### Drive-strength map, run 1

Drawn at 6 px/um.
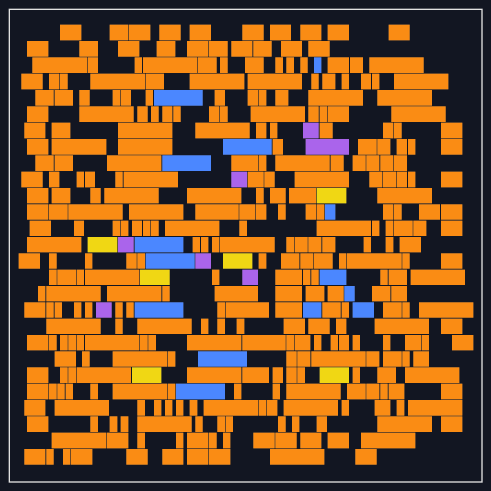
### Met2 routing, run 1

Drawn at 4 px/um.
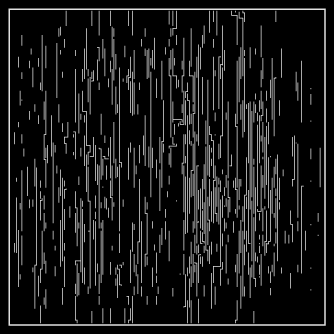
### A small window of the routed layout, run 1

Window x 27 to 52, y 27 to 52 um. Cells in grey, sequential cells in the stronger grey; small squares are vias.
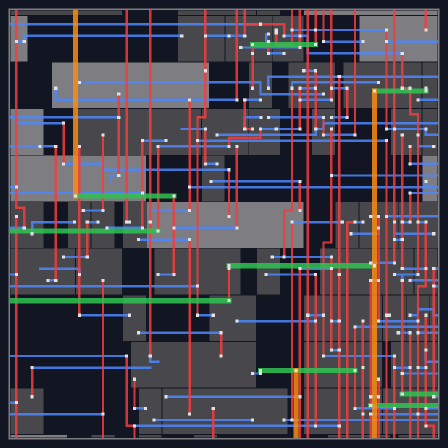
--- src/rtl/addsub_pkg.sv ---
// Shared types and sizing helpers for the chunked add/subtract unit.
package addsub_pkg;

   typedef enum logic [1:0] {IDLE, RUN, DONE} state_e;

   localparam logic OP_ADD = 1'b0;
   localparam logic OP_SUB = 1'b1;

   function automatic int nchunk_f(input int width, input int chunk);
      return width / chunk;
   endfunction

   // Chunk index width; never zero so a single-chunk build still has a legal register.
   function automatic int idx_w_f(input int width, input int chunk);
      int n;
      n = width / chunk;
      return (n <= 1) ? 1 : $clog2(n);
   endfunction

endpackage

--- src/rtl/addsub_chunk.sv ---
// Combinational CHUNK-bit ripple of full adders; also exposes the carry into
// its top bit so the caller can form signed overflow on the final chunk.
module addsub_chunk #(
   parameter int CHUNK = 4
) (
   input  logic [CHUNK-1:0] a,
   input  logic [CHUNK-1:0] b,
   input  logic             cin,
   output logic [CHUNK-1:0] sum,
   output logic             cout,
   output logic             c_msb_in
);

   logic [CHUNK:0] c;

   always_comb begin
      c    = '0;
      sum  = '0;
      c[0] = cin;
      for (int i = 0; i < CHUNK; i++) begin
         sum[i]   = a[i] ^ b[i] ^ c[i];
         c[i+1]   = (a[i] & b[i]) | (c[i] & (a[i] ^ b[i]));
      end
   end

   assign cout     = c[CHUNK];
   assign c_msb_in = c[CHUNK-1];

endmodule

--- src/rtl/addsub_chunked_seq.sv ---
// Multi-cycle WIDTH-bit add/subtract: one CHUNK-bit slice of the carry chain per
// clock, operands in and result/flags out over valid/ready handshakes.
module addsub_chunked_seq
   import addsub_pkg::*;
#(
   parameter int WIDTH = 16,
   parameter int CHUNK = 4
) (
   input  logic             clk,
   input  logic             rst,
   input  logic             in_valid,
   output logic             in_ready,
   input  logic [WIDTH-1:0] a,
   input  logic [WIDTH-1:0] b,
   input  logic             m,
   output logic             out_valid,
   input  logic             out_ready,
   output logic [WIDTH-1:0] s,
   output logic             c_out,
   output logic             v,
   output logic             z,
   output logic             busy
);

   localparam int NCHUNK = nchunk_f(WIDTH, CHUNK);
   localparam int KW     = idx_w_f(WIDTH, CHUNK);
   localparam logic [KW-1:0] K_LAST = KW'(NCHUNK - 1);

   if (WIDTH < 2 || (WIDTH % CHUNK) != 0) begin : g_param_chk
      $error("addsub_chunked_seq: WIDTH must be >= 2 and a multiple of CHUNK");
   end

   state_e           state_q, state_d;
   logic [WIDTH-1:0] a_q, a_d;
   logic [WIDTH-1:0] b_q, b_d;
   logic             carry_q, carry_d;
   logic [KW-1:0]    k_q, k_d;
   logic [WIDTH-1:0] s_q, s_d;
   logic             c_q, c_d;
   logic             v_q, v_d;
   logic             z_q, z_d;

   logic [CHUNK-1:0] ch_sum;
   logic             ch_cout, ch_cmsb;

   // b_q already holds the one's complement for subtract; carry_q supplies the +1.
   addsub_chunk #(.CHUNK(CHUNK)) u_chunk (
      .a        (a_q[int'(k_q)*CHUNK +: CHUNK]),
      .b        (b_q[int'(k_q)*CHUNK +: CHUNK]),
      .cin      (carry_q),
      .sum      (ch_sum),
      .cout     (ch_cout),
      .c_msb_in (ch_cmsb)
   );

   always_comb begin
      state_d = state_q;
      a_d     = a_q;
      b_d     = b_q;
      carry_d = carry_q;
      k_d     = k_q;
      s_d     = s_q;
      c_d     = c_q;
      v_d     = v_q;
      z_d     = z_q;
      case (state_q)
         IDLE: begin
            if (in_valid) begin
               a_d     = a;
               b_d     = (m == OP_SUB) ? ~b : b;
               carry_d = (m != OP_ADD);
               k_d     = '0;
               state_d = RUN;
            end
         end
         RUN: begin
            s_d[int'(k_q)*CHUNK +: CHUNK] = ch_sum;
            carry_d = ch_cout;
            k_d     = k_q + KW'(1);
            if (k_q == K_LAST) begin
               c_d     = ch_cout;
               v_d     = ch_cmsb ^ ch_cout;
               z_d     = (s_d == '0);
               k_d     = '0;
               state_d = DONE;
            end
         end
         DONE: begin
            if (out_ready) state_d = IDLE;
         end
         default: state_d = IDLE;
      endcase
   end

   always_ff @(posedge clk or posedge rst) begin
      if (rst) begin
         state_q <= IDLE;
         a_q     <= '0;
         b_q     <= '0;
         carry_q <= 1'b0;
         k_q     <= '0;
         s_q     <= '0;
         c_q     <= 1'b0;
         v_q     <= 1'b0;
         z_q     <= 1'b0;
      end else begin
         state_q <= state_d;
         a_q     <= a_d;
         b_q     <= b_d;
         carry_q <= carry_d;
         k_q     <= k_d;
         s_q     <= s_d;
         c_q     <= c_d;
         v_q     <= v_d;
         z_q     <= z_d;
      end
   end

   assign in_ready  = (state_q == IDLE) && !rst;
   assign out_valid = (state_q == DONE);
   assign busy      = (state_q != IDLE);
   assign s         = s_q;
   assign c_out     = c_q;
   assign v         = v_q;
   assign z         = z_q;

endmodule

--- config.mk ---
export PLATFORM = sky130hd
export DESIGN_NAME = addsub_chunked_seq
export DESIGN_NICKNAME = d
export VERILOG_FILES = /design/src/rtl/addsub_pkg.sv /design/src/rtl/addsub_chunk.sv /design/src/rtl/addsub_chunked_seq.sv
export SDC_FILE = /design/constraint.sdc
export NUM_CORES = 1
export LEC_CHECK = 0
export CORE_UTILIZATION = 50
export CTS_CLUSTER_SIZE = 24
export DETAILED_ROUTE_END_ITERATION = 8
export PLACE_DENSITY_LB_ADDON = 0.05
export SYNTH_ARGS = -nofsm -noshare
export SYNTH_HDL_FRONTEND = slang
export SYNTH_SLANG_ARGS = --single-unit
--- constraint.sdc ---
create_clock -name clk -period 4.2 [get_ports clk]
set_input_delay 1.05 -clock clk [delete_from_list [all_inputs] [get_ports clk]]
set_output_delay 1.05 -clock clk [all_outputs]
set_load 0.02 [all_outputs]
==> job_summary.md, run 1 <==
## Synthesis and layout report

| Metric | Value |
|---|---|
| Outcome | finished clean |
| GRT overflow | 0 |
| Leakage | 1.65 nW |
| Combinational power | 0.00167 W |
| Crit path kind | reg2reg |
| Synth cell count leaders | nand2_1, dfrtp_1, o21ai_0 |
| Worst reg-to-reg setup slack | about 0.44 ns |
| Xor/xnor share | 0.0508 |
| Tcrit/Tclk final | 0.896 |
| Tool warnings | 31 |
| ANT cells | 0 |
| Via density | 5.36 |
| Routed vias | 2,315 |
| Post-Route WL | 6.09 mm |
| Core Region | approximately 5600 um^2 |
| ANT nets after route | 0 |
| Comb power frac | 0.577 |
| Chip area | 6170 um^2 |
| Detailed-route DRC error count | 0 |
| Fin. max-slew vios | 0 |
| Ys cells | 304 |
| Post-cts resize count | 0 |
| Clock Latency Late Sink | roughly 0.31 ns |
| Non-clock buffering overhead | 0.171 |
| Reg-to-reg startpoint | k_q[0] |
| Yosys adder share | 0.0529 |
| Fp util | 0.526 |
| Met2 Resource Use GR | 0.377 |
| Clk pwr | approximately 0.0003 W |
| Wirelength per Cell | 14.1 um |
| Fraction of area in registers | 0.382 |
| Met1 WL | around 2.6 mm |
| Sequential share of power | 0.318 |
| Critical path fanouts, max | 6 |
| Sequential power | between 0.0009 and 0.001 W |
| Global Route Usage Sum | 0.220 |
| Area post-placement | 3570 um^2 |
| Fmax | 266 MHz |
| Synth Register Bits | between 50 and 60 |
| Die H | 78.6 um |
| DP HPWL | 4.65 mm |
| Logic area | 1390 um^2 |
| Met3 Wirelength | approximately 240 um |
| CLK BUF | 6 |
| Largest net degree at the start of global routing | roughly 41 |
| Power Dens Cells | 788 nW/um^2 |
| Largest cell class | sequential cells |
| Net Sw Frac | 0.445 |
| Total clock sinks | between 50 and 60 |
| DRT Pass-1 Iters | 4 |
-- 'Drive-strength map' (at the start) --
Key: blue = _2 cells [cells 14, share 3.9%, most used mux4_2]; orange = _0 and _1 cells [cells 333, share 93%, most used nand2_1]; purple = _3 and _4 cells [cells 7, share 1.9%, most used buf_4]; yellow = _6 and larger [cells 6, share 1.7%, most used clkbuf_8]
nonclk buf count: 64
synthesis-to-finish area growth: 25.1%
setup ws final: 0.439 ns

-- 'Met2 routing' (at the start) --
The wires run mostly vertical. The longest straight run is 31.3 um.

-- 'A small window of the routed layout' (at the start) --
Key: green = metal 3; red = metal 2; orange = metal 4; blue = metal 1
40 logic cells have their middle in the window. Sequential cells in the window: 4. Most frequent: inv_1 (9), ha_1 (4), dfrtp_1 (4).

### Register map, names as in the netlist, run 1

Drawn at 4 px/um. Other sequential cells in the stronger grey, the rest of the logic in the fainter grey.
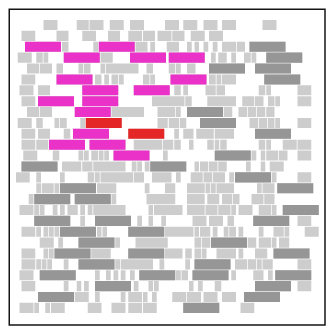

==> run 2: changes to the inputs <==
--- a/config.mk
+++ b/config.mk
@@ -5,7 +5,9 @@
 export SDC_FILE = /design/constraint.sdc
 export NUM_CORES = 1
 export LEC_CHECK = 0
-export CORE_UTILIZATION = 50
+export CELL_PAD_IN_SITES_DETAIL_PLACEMENT = 1
+export CELL_PAD_IN_SITES_GLOBAL_PLACEMENT = 1
+export CORE_UTILIZATION = 39
 export CTS_CLUSTER_SIZE = 24
 export DETAILED_ROUTE_END_ITERATION = 8
 export PLACE_DENSITY_LB_ADDON = 0.05
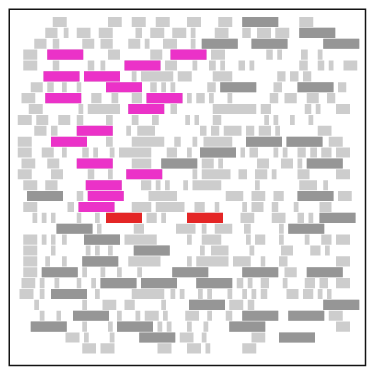
*Register map, names as in the netlist, run 2*
Drawn at 4 px/um. Other sequential cells in the stronger grey, the rest of the logic in the fainter grey.
Key: red = k_q [flops 2]; magenta = b_q [flops 16]

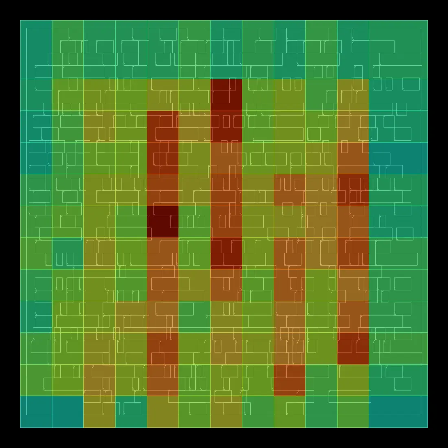
*Routing congestion, run 2*
grt met3 use: 0.0326
met2 Resource Use GR: 0.336

==> job_summary.md, run 2 <==
## Synthesis and layout report

| Metric | Value |
|---|---|
| Largest net degree at the start of global routing | 36 |
| Crit path kind | reg2reg |
| Biggest consumer | combinational cells |
| Fin. max-slew vios | 0 |
| Logic area | 1390 um^2 |
| Net Sw Frac | 0.446 |
| DP HPWL | 5.34 mm |
| Clk pwr | 0.000353 W |
| Combinational power | between 0.0015 and 0.002 W |
| Tool warnings | 31 |
| Power Dens Cells | 801 nW/um^2 |
| Detailed-route DRC error count | 0 |
| Dpl ws | 0.404 ns |
| Synth cell count leaders | nand2_1, dfrtp_1, o21ai_0 |
| Largest cell class | sequential cells |
| Reg-to-reg startpoint | k_q[0] |
| Area post-placement | 3610 um^2 |
| Post-cts resize count | 0 |
| Critical path fanouts, max | 6 |
| Fraction of area in registers | 0.377 |
| Global Route Usage Sum | 0.195 |
| Yosys adder share | 0.0529 |
| Fp util | 0.404 |
| CLK BUF | 6 |
| Routed vias | 2,301 |
| First-pass GRT wire length | 11.6 mm |
| Worst reg-to-reg setup slack | between 0.4 and 0.5 ns |
| Met1 WL | 3.10 mm |
| Fmax | around 260 MHz |
| ANT nets after route | 0 |
| Total clock sinks | 56 |
| Xor/xnor share | 0.0508 |
| Sequential share of power | 0.310 |
| Metal2 WL | 3.56 mm |
| Non-clock buffering overhead | 0.168 |
| Outcome | finished clean |
| Nonclk buf count | between 60 and 70 |
| Met3 Wirelength | just under 200 um |
| Core Region | 7250 um^2 |
| CP Cell Sequence | mux4_2 > inv_1 > fa_1 > inv_1 > fa_1 > inv_1 > fa_1 > fa_1 > nand2b_2 > o211a_1 > or4_1 > o31ai_2 |
| Hold WC Path Type | reg2reg |
| Clock Latency Late Sink | 0.31 ns |
| Fillers | 850 |
| Tcrit/Tclk final | 0.899 |
| ANT cells | 0 |
| GRT overflow | 0 |
| Least-Margin Pin Slew | 1.04 ns |
| Via density | 5.01 |
| Die H | 88.7 um |
| Sequential power | 0.000924 W |
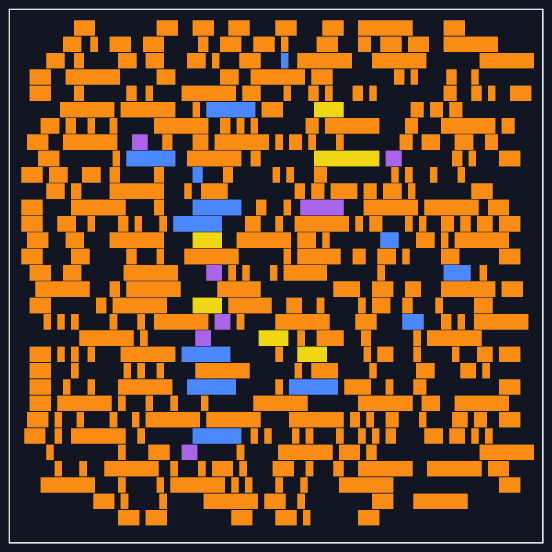
*Drive-strength map, run 2*
Drawn at 6 px/um.
Key: blue = _2 cells [cells 13, share 3.6%, most used mux4_2]; orange = _0 and _1 cells [cells 334, share 93%, most used nand2_1]; purple = _3 and _4 cells [cells 7, share 1.9%, most used buf_4]; yellow = _6 and larger [cells 6, share 1.7%, most used clkbuf_8]
setup ws final: 0.423 ns
synthesis-to-finish area growth: 26.8%
Final Instance Area: 3710 um^2

### A small window of the routed layout, run 2

Window x 32 to 57, y 32 to 57 um. Cells in grey, sequential cells in the stronger grey; small squares are vias.
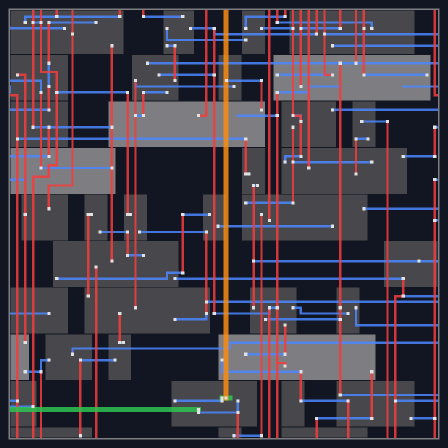

==> run 3: changes to the inputs <==
--- a/config.mk
+++ b/config.mk
@@ -7,6 +7,7 @@
 export LEC_CHECK = 0
 export CELL_PAD_IN_SITES_DETAIL_PLACEMENT = 1
 export CELL_PAD_IN_SITES_GLOBAL_PLACEMENT = 1
+export CORE_MARGIN = 8
 export CORE_UTILIZATION = 39
 export CTS_CLUSTER_SIZE = 24
 export DETAILED_ROUTE_END_ITERATION = 8
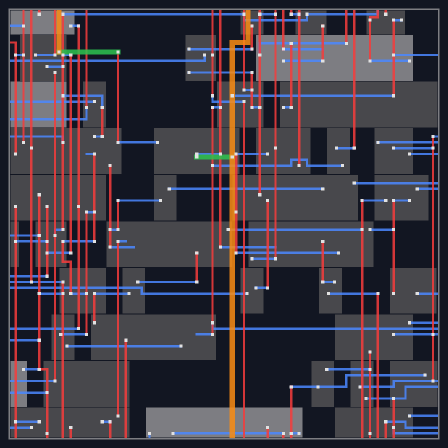
*A small window of the routed layout, run 3*
Window x 39 to 64, y 39 to 64 um. Cells in grey, sequential cells in the stronger grey; small squares are vias.
Key: orange = metal 4; red = metal 2; green = metal 3; blue = metal 1
Sequential cells in the window: 2. Netlist names of flops here include k_q (1), state_q (1). 36 logic cells have their middle in the window. Most frequent: inv_1 (8), fa_1 (4).

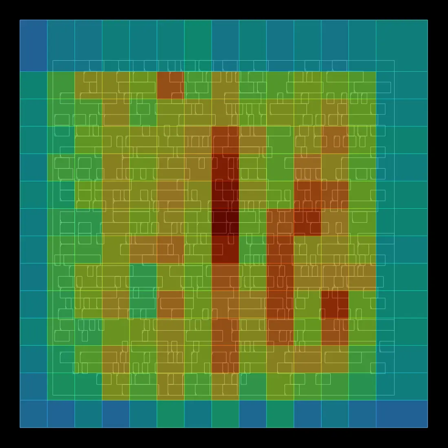
*Routing congestion, run 3*
met2 Resource Use GR: 0.252
Global Route Usage Sum: 0.147
grt met3 use: 0.0243

==> job_summary.md, run 3 <==
## Synthesis and layout report

| Metric | Value |
|---|---|
| Outcome | finished clean |
| CP Cell Sequence | mux4_2 > inv_1 > fa_1 > inv_1 > fa_1 > inv_1 > fa_1 > fa_1 > nand2b_2 > o211a_1 > or4_1 > o31ai_2 |
| Total clock sinks | 56 |
| ANT nets after route | 0 |
| Area post-placement | 3610 um^2 |
| Yosys adder share | 0.0529 |
| Ys cells | 304 |
| Worst reg-to-reg setup slack | 0.59 ns |
| Crit path kind | reg2reg |
| Setup ws final | 0.593 ns |
| Routed vias | 2,272 |
| First-pass GRT wire length | 12.3 mm |
| DRT Pass-1 Iters | 4 |
| Dpl ws | approximately 0.58 ns |
| Fp util | 0.404 |
| Sequential power | around 0.00092 W |
| Largest cell class | sequential cells |
| Non-clock buffering overhead | 0.168 |
| ANT cells | 0 |
| Logic area | 1390 um^2 |
| Post-cts resize count | 0 |
| Wirelength per Cell | 15.5 um |
| Metal2 WL | 3.49 mm |
| Comb power frac | 0.568 |
| Die H | 103 um |
| CLK BUF | 7 |
| Sequential share of power | 0.303 |
| Final Instance Area | ~3700 um^2 |
| Biggest consumer | combinational cells |
| Xor/xnor share | 0.0508 |
| Combinational power | ~0.0017 W |
| Critical path fanouts, max | 6 |
| DP HPWL | 5.47 mm |
| Clk pwr | 0.000392 W |
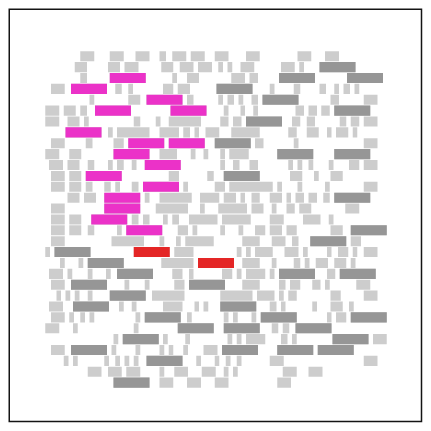
*Register map, names as in the netlist, run 3*
Drawn at 4 px/um. Other sequential cells in the stronger grey, the rest of the logic in the fainter grey.
Key: red = k_q [flops 2]; magenta = b_q [flops 16]
Another 38 sequential cells are not coloured.

No activity file was given, so power comes from the tool's default toggle rates.
